$ cat config.mk
export PLATFORM = sky130hd
export DESIGN_NAME = regfile_reader
export DESIGN_NICKNAME = d
export VERILOG_FILES = /design/src/rtl/regfile_reader.sv
export SDC_FILE = /design/constraint.sdc
export NUM_CORES = 1
export LEC_CHECK = 0
export CAP_MARGIN = 5
export CORE_AREA = 2 2 113 115
export CTS_CLUSTER_DIAMETER = 100
export DETAILED_ROUTE_END_ITERATION = 7
export DIE_AREA = 0 0 115 117
export PLACE_DENSITY = 0.74
export SYNTH_ARGS = -nofsm -noshare
export SYNTH_HDL_FRONTEND = slang
export SYNTH_SLANG_ARGS = --single-unit
$ cat constraint.sdc
create_clock -name clock -period 2.7 [get_ports clock]
set_clock_uncertainty 0.15 [all_clocks]
set_input_delay 0.675 -clock clock [delete_from_list [all_inputs] [get_ports clock]]
set_output_delay 0.675 -clock clock [all_outputs]
set_load 0.05 [all_outputs]
$ cat src/rtl/regfile_reader.sv
// Streams the sort register file out in index order on a valid/ready port.
// Define REGFILE_READER_SNAPSHOT_EN to stream from a copy taken at start.
module regfile_reader #(
    parameter int WIDTH = 8,
    parameter int COUNT = 32
) (
    input  logic             clock,
    input  logic             reset,
    input  logic             start,
    input  logic [WIDTH-1:0] ReadBus0,
    input  logic [WIDTH-1:0] ReadBus1,
    input  logic [WIDTH-1:0] ReadBus2,
    input  logic [WIDTH-1:0] ReadBus3,
    input  logic [WIDTH-1:0] ReadBus4,
    input  logic [WIDTH-1:0] ReadBus5,
    input  logic [WIDTH-1:0] ReadBus6,
    input  logic [WIDTH-1:0] ReadBus7,
    input  logic [WIDTH-1:0] ReadBus8,
    input  logic [WIDTH-1:0] ReadBus9,
    input  logic [WIDTH-1:0] ReadBus10,
    input  logic [WIDTH-1:0] ReadBus11,
    input  logic [WIDTH-1:0] ReadBus12,
    input  logic [WIDTH-1:0] ReadBus13,
    input  logic [WIDTH-1:0] ReadBus14,
    input  logic [WIDTH-1:0] ReadBus15,
    input  logic [WIDTH-1:0] ReadBus16,
    input  logic [WIDTH-1:0] ReadBus17,
    input  logic [WIDTH-1:0] ReadBus18,
    input  logic [WIDTH-1:0] ReadBus19,
    input  logic [WIDTH-1:0] ReadBus20,
    input  logic [WIDTH-1:0] ReadBus21,
    input  logic [WIDTH-1:0] ReadBus22,
    input  logic [WIDTH-1:0] ReadBus23,
    input  logic [WIDTH-1:0] ReadBus24,
    input  logic [WIDTH-1:0] ReadBus25,
    input  logic [WIDTH-1:0] ReadBus26,
    input  logic [WIDTH-1:0] ReadBus27,
    input  logic [WIDTH-1:0] ReadBus28,
    input  logic [WIDTH-1:0] ReadBus29,
    input  logic [WIDTH-1:0] ReadBus30,
    input  logic [WIDTH-1:0] ReadBus31,
    output logic [WIDTH-1:0] out_data,
    output logic [4:0]       out_index,
    output logic             out_valid,
    input  logic             out_ready,
    output logic             busy,
    output logic             done,
    output logic [WIDTH+4:0] out_sum
);

    typedef enum logic [1:0] {
        Idle,
        Stream,
        Done
    } stateT;

    localparam logic [4:0] LAST = 5'(COUNT - 1);

    stateT            state, stateNext;
    logic [4:0]       counter, counterNext;
    logic [WIDTH-1:0] dataReg, dataNext;
    logic [WIDTH+4:0] sumReg, sumNext;
    logic [4:0]       counterInc;
    logic [WIDTH-1:0] bus [32];
    logic [WIDTH-1:0] src [32];

    assign bus = '{
        ReadBus0,  ReadBus1,  ReadBus2,  ReadBus3,
        ReadBus4,  ReadBus5,  ReadBus6,  ReadBus7,
        ReadBus8,  ReadBus9,  ReadBus10, ReadBus11,
        ReadBus12, ReadBus13, ReadBus14, ReadBus15,
        ReadBus16, ReadBus17, ReadBus18, ReadBus19,
        ReadBus20, ReadBus21, ReadBus22, ReadBus23,
        ReadBus24, ReadBus25, ReadBus26, ReadBus27,
        ReadBus28, ReadBus29, ReadBus30, ReadBus31
    };

`ifdef REGFILE_READER_SNAPSHOT_EN
    logic [WIDTH-1:0] snap [32];

    always_ff @(posedge clock or posedge reset) begin
        if (reset) begin
            for (int i = 0; i < 32; i++) snap[i] <= '0;
        end else if (state == Idle && start) begin
            snap <= bus;
        end
    end

    assign src = snap;
`else
    assign src = bus;
`endif

    assign counterInc = counter + 5'd1;

    always_ff @(posedge clock or posedge reset) begin
        if (reset) begin
            state   <= Idle;
            counter <= '0;
            dataReg <= '0;
            sumReg  <= '0;
        end else begin
            state   <= stateNext;
            counter <= counterNext;
            dataReg <= dataNext;
            sumReg  <= sumNext;
        end
    end

    always_comb begin
        stateNext   = state;
        counterNext = counter;
        dataNext    = dataReg;
        sumNext     = sumReg;
        unique case (state)
            Idle: begin
                counterNext = '0;
                if (start) begin
                    stateNext = Stream;
                    sumNext   = '0;
                    // Entry 0 comes straight off the bus at the start edge.
                    dataNext  = bus[0];
                end
            end
            Stream: begin
                if (out_ready) begin
                    sumNext = sumReg + {5'd0, dataReg};
                    if (counter == LAST) begin
                        stateNext = Done;
                    end else begin
                        counterNext = counterInc;
                        dataNext    = src[counterInc];
                    end
                end
            end
            Done: stateNext = Idle;
            default: stateNext = Idle;
        endcase
    end

    assign out_data  = dataReg;
    assign out_index = counter;
    assign out_sum   = sumReg;
    assign out_valid = (state == Stream);
    assign busy      = (state != Idle);
    assign done      = (state == Done);

endmodule
==> run_1/layer_met1.png <==
Bar = 20 um.
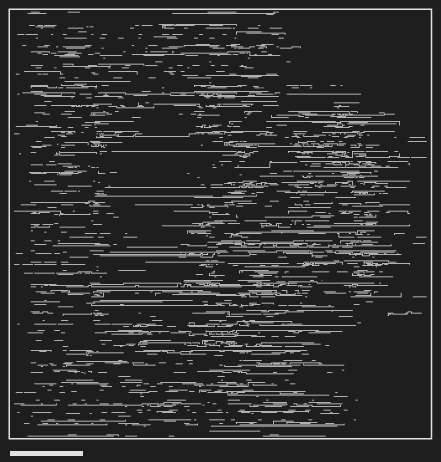
main direction: horizontal
nets with wire on the layer: 798
met1 global-route usage: 26.1%
total wirelength of the detailed-routed design: 15800 um
vias after detailed routing: 4174

==> run_1/congestion.png <==
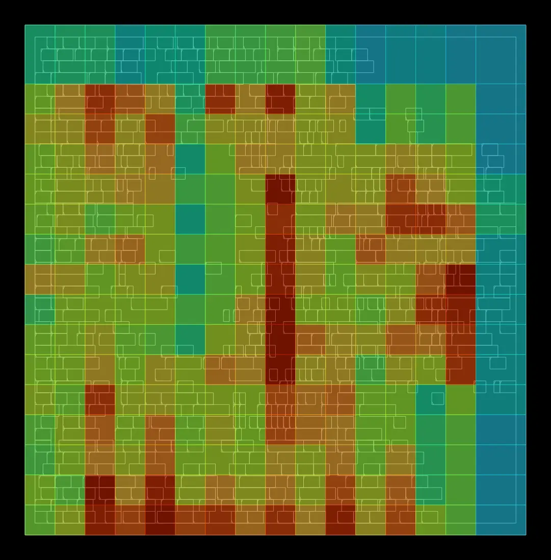
post-route core utilization: 56.6%
met2 capacity usage during global routing: 43.5%

==> impl_results.rst, run 1 <==
Physical design figures
=======================

.. list-table::
   :header-rows: 1

   * - Metric
     - Value
   * - Crit path DAT
     - 2.47 ns
   * - Portion of synthesized cell area occupied by the leading cell type
     - approximately two fifths
   * - Cell chain of the critical path
     - ha_1 > inv_1 > fa_1 > nor2b_1 > o21a_1 > o211ai_1 > a211oi_1 > a311o_1 > o21ai_0
   * - Kind of cell adding the most delay to the critical path
     - AND-OR/OR-AND gates
   * - Layout Area Growth over Synthesis
     - 87.7%
   * - Y dimension of the die
     - 117 um
   * - Init Core Util
     - 30.1%
   * - Critical path capture point type
     - flop
   * - NumNets Final
     - 904
   * - Sequential cell area in the final layout
     - 704 sq um
   * - Hold Crit Class
     - flop to flop
   * - Final Instance Area
     - 0.00697 sq mm
   * - Relative max-transition margin
     - 59.2%
   * - Unique masters post-synth
     - 47
   * - Final count of negative-setup-slack endpoints
     - 0
   * - Post-DR vias/cell
     - 5.34
   * - Reg clk slew, reported paths
     - roughly 0.070 ns
   * - Via count of the first global-routing pass
     - 4558
   * - Maximum clock frequency
     - just over 400 MHz
   * - Run status
     - finished, final reports clean
   * - Startpoint class of the critical path
     - flop
   * - Clock sink count
     - 28
   * - Global-route total usage across every layer
     - 22.9%
   * - Transition time at the pin with the least slew margin
     - 0.609 ns
   * - Number of buffers added on ports
     - 288
   * - Overall die width
     - between 100 and 150 um
   * - Flip-flop and latch count after synthesis
     - 28
   * - Crit-path max cell delay
     - 0.46 ns
   * - Top cells by area, synth
     - mux4_2 39%, dfrtp_1 19%, nand2_1 6.1%
   * - DIE AREA
     - about 0.013 sq mm
   * - Leakage power figure
     - 2.64 nW
   * - Global-route wire length before repair
     - around 24000 um
   * - Top fanout value on the critical path
     - 3
   * - Crit path time final
     - 2.48 ns
   * - Critical path class
     - flop to flop
   * - Final cell count without fillers
     - 782
   * - Number of maximum-capacitance constraint violations
     - 0
   * - Gate count of the mapped netlist
     - 348
   * - Core box area
     - 0.0123 sq mm
   * - Number of hold-slack violations in the final timing report
     - 0
   * - Power per Cell Area
     - 564 mW/mm^2
   * - Critical-path cell with the highest stage delay
     - a211oi_1
   * - DR iter-0 viols
     - 189
   * - Required time worst endpoint
     - 2.69 ns
   * - Overall power of the completed layout
     - 3.93 mW
==> run_1/layer_met2.png <==
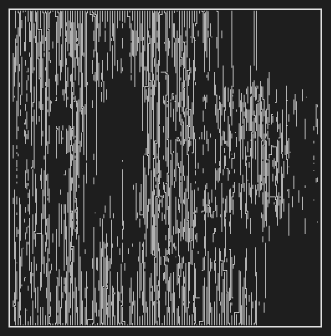
wire length on this layer: 8680 um
nets with wire on the layer: 823
longest straight run: 59.3 um
main direction: vertical

[run 1: cells in the final DEF (no fill, tap or decap), types with 2 or more instances in the layout]
cell type        instances
and3_1                   2
nand2_1                 60
clkdlybuf4s50_1        284
nor2_1                  16
or2_2                    2
nand2b_1                 3
xor2_1                   4
nand4_1                  8
clkbuf_16                3
dfrtp_1                 27
a21oi_1                 13
mux4_2                  64
buf_4                   19
and2_1                   2
nor2b_1                  5
o21a_1                   4
a22o_1                   7
o21ai_0                 21
buf_12                   5
inv_1                    8
a21o_1                   2
mux2i_1                  9
xnor2_1                  5
nand3_1                 18
ha_1                     9
a32oi_1                  8
[run 1: worst paths after layout]
check	start	end	slack (ns)	cells past startpoint
max in group asynchronous	reset	out_index[0]	1.47	3
worst min register to register	out_sum[6]	out_sum[6]	0.38	2
worst min-delay path	out_sum[6]	out_sum[6]	0.38	2
worst max register to register	out_sum[0]	out_sum[10]	0.22	9
worst max-delay path	out_sum[0]	out_sum[10]	0.22	9
min in group asynchronous	reset	out_sum[10]	0.63	3
[run 1: synth_stat cells, drive strengths merged]
master	number
a31oi	1
a211oi	1
nor4	1
or2	2
and3	2
o31ai	1
a31o	1
nor2	16
a22o	7
or3	1
a2111oi	2
o21a	4
nand2	60
nand3	18
nor3b	2
a21o	2
inv	9
xor2	5
o21bai	1
nor2b	5
o21ai	21
buf	16
clkbuf	12
nand4	8
nand2b	3
xnor2	6
mux4	64
a32oi	8
and2b	1
mux2i	9
a311o	1
dfrtp	28
o211ai	1
and2	2
ha	10
mux2	1
a21oi	14
nand4b	1
fa	1
[run 1: per-stage QoR]
step | setup WS (ns) | utilization (%) | hold WS (ns)
global placement | 0.134 | 55.7 | 0.365
global route | 0.0387 | 56.6 | 0.428
floorplan | 0.0604 | - | 0.435
detailed placement | 0.115 | 55.7 | 0.360
finish | 0.220 | 56.6 | 0.383
CTS | 0.214 | 56.6 | 0.377
[run 1: cell type report]
class | count | share of cell area [%]
Multi-Input combinational cell | 283 | 40.9
Clock inverter | 1 | 0.431
Sequential cell | 28 | 10.1
Timing Repair Buffer | 308 | 44.3
Tap cell | 150 | 2.69
Clock buffer | 3 | 1.08
Inverter | 9 | 0.485
[run 1: registers in the layout, indices dropped and copies added, names as in the netlist]
register and flops:
out_index 5, state 2, out_data 8, out_sum 13
[run 1: power breakdown]
part / switching (mW) / internal, mW
combinational: 1.41 / 1.41
clock: 0.149 / 0.296
sequential: 0.139 / 0.532
[run 1: logic make-up (layout without fill, tap and decap cells)]
family,count (synthesis),after routing,share of synthesized area (%)
and+or+nand+nor,122,122,15.7
muxes,74,74,41.6
AOI/OAI and AO/OA,65,65,12.2
buffers and inverters,37,321,5.09
DFF,28,28,18.9
adders and majority gates,11,11,3.91
xor gates and xnor gates,11,11,2.60
[run 1: per-layer routing]
metal  wire length, um  share of wire [%]  up-vias  GRT usage, %
li1                  -                  -     1942             -
met1              5710                 36     2041          26.1
met2              8680                 55      169          43.5
met3              1090                6.9       22          4.89
met4               340                2.1        0          6.02
met5                 0                  0        -             0
[run 1: tightest hold or removal path: stages, from the launching register on]
cell     delay (ns)
dfrtp_1        0.38
nand2_1        0.06
o21ai_0        0.06
==> run_1/cell_density.png <==
Bar = 20 um. The die is cut into 12 by 12 equal tiles; black is low, pale yellow is high, 0 to 100% covered.
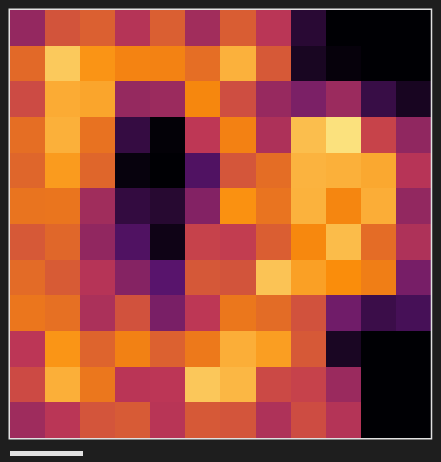

## Run 2: what changed since run 1
==> constraint.sdc (replaced) <==
create_clock -name clock -period 3.1 [get_ports clock]
set_clock_uncertainty 0.15 [all_clocks]
set_input_delay 0.775 -clock clock [delete_from_list [all_inputs] [get_ports clock]]
set_output_delay 0.775 -clock clock [all_outputs]
set_load 0.05 [all_outputs]
==> run_2/cell_density.png <==
Bar = 20 um. The die is cut into 12 by 12 equal tiles; black is low, pale yellow is high, 0 to 100% covered.
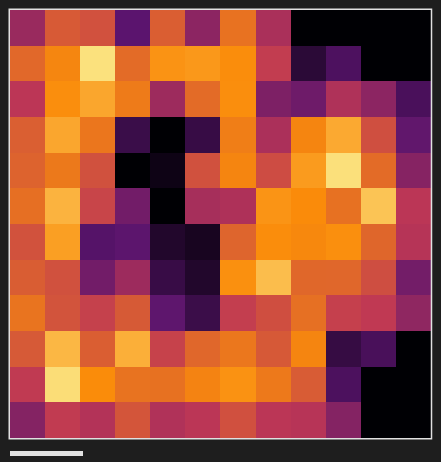
nearly empty tiles: 9.7%
mean over tiles: 50%
emptiest ninth of the die: upper right
post-route core utilization: 55.7%
Init Core Util: 30.1%
core box area: 0.0123 sq mm

==> impl_results.rst, run 2 <==
Physical design figures
=======================

.. list-table::
   :header-rows: 1

   * - Metric
     - Value
   * - Required time worst endpoint
     - 2.17 ns
   * - Post-Synth Simple-Gate Area
     - 15.7%
   * - Number of cells on the critical path
     - 1
   * - Unique masters post-synth
     - 47
   * - Top cells by area, synth
     - mux4_2 39%, dfrtp_1 19%, nand2_1 6.1%
   * - Crit path time final
     - 2.68 ns
   * - Leading cell type by number of instances after synthesis
     - mux4_2
   * - Number of maximum-capacitance constraint violations
     - 0
   * - NumNets Final
     - ~900
   * - Kind of cell adding the most delay to the critical path
     - buffers and inverters
   * - Crit-path max cell delay
     - just over 0.9 ns
   * - Power per Cell Area
     - 486 mW/mm^2
   * - Crit path DAT
     - roughly 1.8 ns
   * - DR iter-0 viols
     - 242
   * - Critical-path cell with the highest stage delay
     - clkdlybuf4s50_1
   * - Maximum clock frequency
     - between 300 and 400 MHz
   * - Cell chain of the critical path
     - clkdlybuf4s50_1
   * - Number of cells traversed by the worst register-to-register path
     - 9
   * - Relative max-transition margin
     - 57.3%
   * - Launch point of the worst hold path
     - out_sum[5]
   * - Via count of the first global-routing pass
     - 4279
   * - Worst Hold End
     - out_sum[5]
   * - Total wirelength of the detailed-routed design
     - about 16000 um
   * - Global-route total usage across every layer
     - 22.3%
   * - DIE AREA
     - ~0.013 sq mm
   * - Most frequent cells after synthesis
     - 64 x mux4_2, 60 x nand2_1, 28 x dfrtp_1, 21 x o21ai_0, 18 x nand3_1
   * - Slack of the critical path
     - 0.422 ns
   * - Post-DR vias/cell
     - approximately 5.3
   * - Startpoint class of the critical path
     - flop
   * - Worst Hold Slack
     - 0.377 ns
   * - Count of library flops with an enable pin
     - 0
   * - AND-OR/OR-AND Cells, Area Fraction
     - 12.2%
   * - Proportion of register bits with asynchronous set or reset after synthesis
     - 100%
   * - Reg-to-Reg End
     - out_sum[10]
   * - Final Instance Area
     - 0.00685 sq mm
   * - Overall power of the completed layout
     - 3.33 mW
   * - Run status
     - finished, final reports clean
   * - Commonest cells after routing, fill and taps aside
     - 286 x clkdlybuf4s50_1, 64 x mux4_2, 60 x nand2_1
   * - Y dimension of the die
     - 117 um
   * - Hold Crit Class
     - flop to flop
   * - Gate count of the mapped netlist
     - 348
   * - Main logic family after synthesis
     - multiplexers
   * - Reg-to-Reg Start
     - out_data[0]
   * - Most used DFF post-synth
     - dfrtp_1
   * - Vias after detailed routing
     - 4096
   * - Number of hold-slack violations in the final timing report
     - 0
==> run_2/layer_met1.png <==
Bar = 20 um.
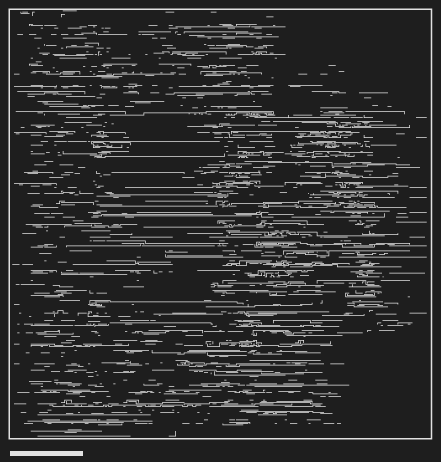
share of all routed wire: 38%
wire length on this layer: 5890 um
nets with wire on the layer: 789

[run 2: where the power goes]
part | leakage [nW] | internal, mW | total [mW] | switching (mW)
clock | 0.0511 | 0.257 | 0.392 | 0.135
combinational | 2.17 | 1.17 | 2.35 | 1.18
sequential | 0.352 | 0.463 | 0.586 | 0.123
total | 2.57 | 1.89 | 3.33 | 1.44
[run 2: cell families after synthesis]
logic type,count (synthesis)
DFF,28
AOI/OAI and AO/OA,65
muxes,74
xor gates and xnor gates,11
and+or+nand+nor,122
adders and majority gates,11
buffers and inverters,37
[run 2: area by class of cell]
| type | count | area share, % |
|---|---|---|
| Tap cell | 150 | 2.74 |
| Clock buffer | 3 | 1.10 |
| Multi-Input combinational cell | 283 | 41.6 |
| Inverter | 9 | 0.493 |
| Timing Repair Buffer | 299 | 43.4 |
| Sequential cell | 28 | 10.3 |
| Clock inverter | 1 | 0.438 |
[run 2: routing by layer]
layer | vias to the layer above | routed length, um | GRT usage [%]
li1 | 1915 | - | -
met1 | 1984 | 5890 | 25.9
met2 | 167 | 8420 | 42.2
met3 | 30 | 865 | 3.66
met4 | 0 | 461 | 6.83
met5 | - | 0 | 0
[run 2: worst max-delay path by stage]
stage / startpoint / slack (ns) / to
final: out_index[2] / 0.42 / out_index[2]
after floorplan: out_sum[0] / 0.46 / out_sum[10]
after detailed placement: start / 0.30 / out_sum[12]
after global placement: start / 0.35 / out_sum[12]
after CTS: out_index[2] / 0.41 / out_index[2]
after global routing: out_data[0] / 0.32 / out_sum[10]
[run 2: through the flow]
stage | util, % | cells
floorplan | - | 348
global placement | 54.8 | 769
detailed placement | 54.8 | 769
CTS | 55.7 | 773
global route | 55.7 | 773
finish | 55.7 | 773
## Run 3: what changed since run 2
--- a/config.mk
+++ b/config.mk
@@ -10,6 +10,8 @@
 export CTS_CLUSTER_DIAMETER = 100
 export DETAILED_ROUTE_END_ITERATION = 7
 export DIE_AREA = 0 0 115 117
+export GPL_ROUTABILITY_DRIVEN = 1
+export HOLD_SLACK_MARGIN = 0.15
 export PLACE_DENSITY = 0.74
 export SYNTH_ARGS = -nofsm -noshare
 export SYNTH_HDL_FRONTEND = slang
==> run_3/layer_met1.png <==
Bar = 20 um.
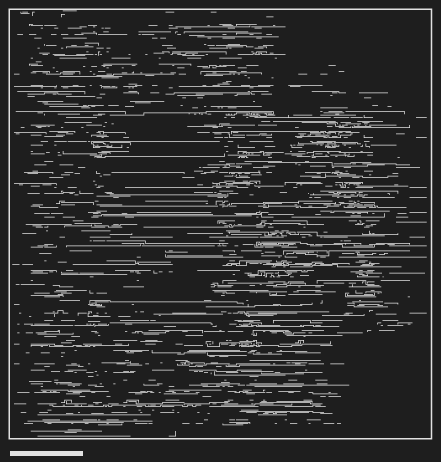
vias after detailed routing: 4096
total wirelength of the detailed-routed design: 15600 um
met1 global-route usage: 25.9%

==> run_3/layer_met2.png <==
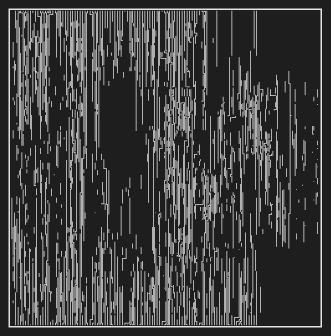
met2 capacity usage during global routing: 42.2%

==> impl_results.rst, run 3 <==
Physical design figures
=======================

.. list-table::
   :header-rows: 1

   * - Metric
     - Value
   * - Global-route wire length before repair
     - 22900 um
   * - Leakage power figure
     - 2.57 nW
   * - Portion of synthesized cell area occupied by the leading cell type
     - roughly two fifths
   * - Worst Hold End
     - out_sum[5]
   * - Pint
     - ~1.9 mW
   * - Init Core Util
     - 30.1%
   * - Net switching power figure
     - 1.44 mW
   * - Number of cells traversed by the worst register-to-register path
     - 9
   * - Relative contribution of sequential cells to total power
     - 17.6%
   * - Number of buffers added on ports
     - 288
   * - Number of hold-slack violations in the final timing report
     - 0
   * - Number of maximum-capacitance constraint violations
     - 0
   * - Post-route core utilization
     - 55.7%
   * - Critical-path cell with the highest stage delay
     - clkdlybuf4s50_1
   * - Sequential cell area in the final layout
     - slightly above 700 sq um
   * - Worst slack at placement
     - a little over 0.3 ns
   * - Gate count of the mapped netlist
     - around 350
   * - Critical path capture point type
     - output pin
   * - Core box area
     - 0.0123 sq mm
   * - Crit-path max cell delay
     - 0.91 ns
   * - DIE AREA
     - 0.0135 sq mm
   * - Maximum clock frequency
     - around 370 MHz
   * - Hold Crit Class
     - flop to flop
   * - Leading cell type by number of instances after synthesis
     - mux4_2
   * - Critical path class
     - flop to output pin
   * - DR iter-0 viols
     - 242
   * - Post-DR vias/cell
     - 5.30
   * - Top cells by area, synth
     - mux4_2 39%, dfrtp_1 19%, nand2_1 6.1%
   * - Number of cells traversed by the worst hold path
     - 2
   * - Worst Hold Slack
     - around 0.38 ns
   * - Final count of negative-setup-slack endpoints
     - 0
   * - Run status
     - finished, final reports clean
   * - Commonest cells after routing, fill and taps aside
     - 286 x clkdlybuf4s50_1, 64 x mux4_2, 60 x nand2_1
   * - Leading cell type in the layout, fill and taps excluded
     - clkdlybuf4s50_1
   * - Share of power burned in the clock network
     - about an eighth
   * - Launch point of the worst hold path
     - out_sum[5]
   * - Unique masters post-synth
     - roughly 47
   * - Count of library flops with an enable pin
     - 0
   * - Most used DFF post-synth
     - dfrtp_1
   * - Slack of the critical path
     - 0.422 ns
   * - Transition time at the pin with the least slew margin
     - 0.641 ns
   * - Crit path DAT
     - around 1.8 ns
   * - Combinational fraction of design power
     - ~71%
   * - Max FFs per register
     - 13
   * - Worst R2R Setup Slack
     - 0.48 ns
   * - Reg-to-Reg Start
     - out_data[0]
   * - Power per Cell Area
     - 486 mW/mm^2
   * - Top fanout value on the critical path
     - 7
   * - NumNets Final
     - between 800 and 900
run 3: cell counts after synthesis:
No cell type changed its count.
run 3: logic make-up (layout without fill, tap and decap cells):
family	count (synthesis)	after routing	share of synthesized area [%]
buf+inv	37	312	5.09
simple gates	122	122	15.7
mux	74	74	41.6
compound gates	65	65	12.2
xor+xnor	11	11	2.60
flops	28	28	18.9
fa+ha+maj	11	11	3.91
run 3: metal layers:
metal	up-vias	global-route usage (%)	wire [um]
li1	1915	-	-
met1	1984	25.9	5890
met2	167	42.2	8420
met3	30	3.66	865
met4	0	6.83	461
met5	-	0	0
run 3: power by group through the flow:
stage,Sequential [mW],Clock [mW],Combinational [mW]
after detailed placement,0.594,0,2.36
after floorplan,0.884,0,1.25
after CTS,0.587,0.390,2.37
final,0.586,0.392,2.35
after global routing,0.604,0.410,2.52
after global placement,0.588,0,2.34
run 3: how the worst max path moves through the flow:
| stage | start | to | slack [ns] | cells after the start |
|---|---|---|---|---|
| after floorplan | out_sum[0] | out_sum[10] | 0.46 | 9 |
| final | out_index[2] | out_index[2] | 0.42 | 1 |
| after global routing | out_data[0] | out_sum[10] | 0.32 | 9 |
| after detailed placement | start | out_sum[12] | 0.30 | 7 |
| after global placement | start | out_sum[12] | 0.35 | 7 |
| after CTS | out_index[2] | out_index[2] | 0.41 | 1 |
run 3: cell type report:
class	count	area share (%)
inverters	9	0.493
well taps	150	2.74
multi-input cells	283	41.6
repair buffers	299	43.4
clock inverters	1	0.438
clock buffers	3	1.10
flip-flops and latches	28	10.3
run 3: through the flow:
step | total power, mW | instances
after detailed placement | 2.96 | 769
final | 3.33 | 773
after global placement | 2.93 | 769
after floorplan | 2.13 | 348
after CTS | 3.35 | 773
after global routing | 3.53 | 773
run 3: tightest hold or removal path, stage by stage (launching register included):
cell and delay, ns:
dfrtp_1 0.38, nand2_1 0.05, o21ai_0 0.06
Power and IR drop assume default switching activity.
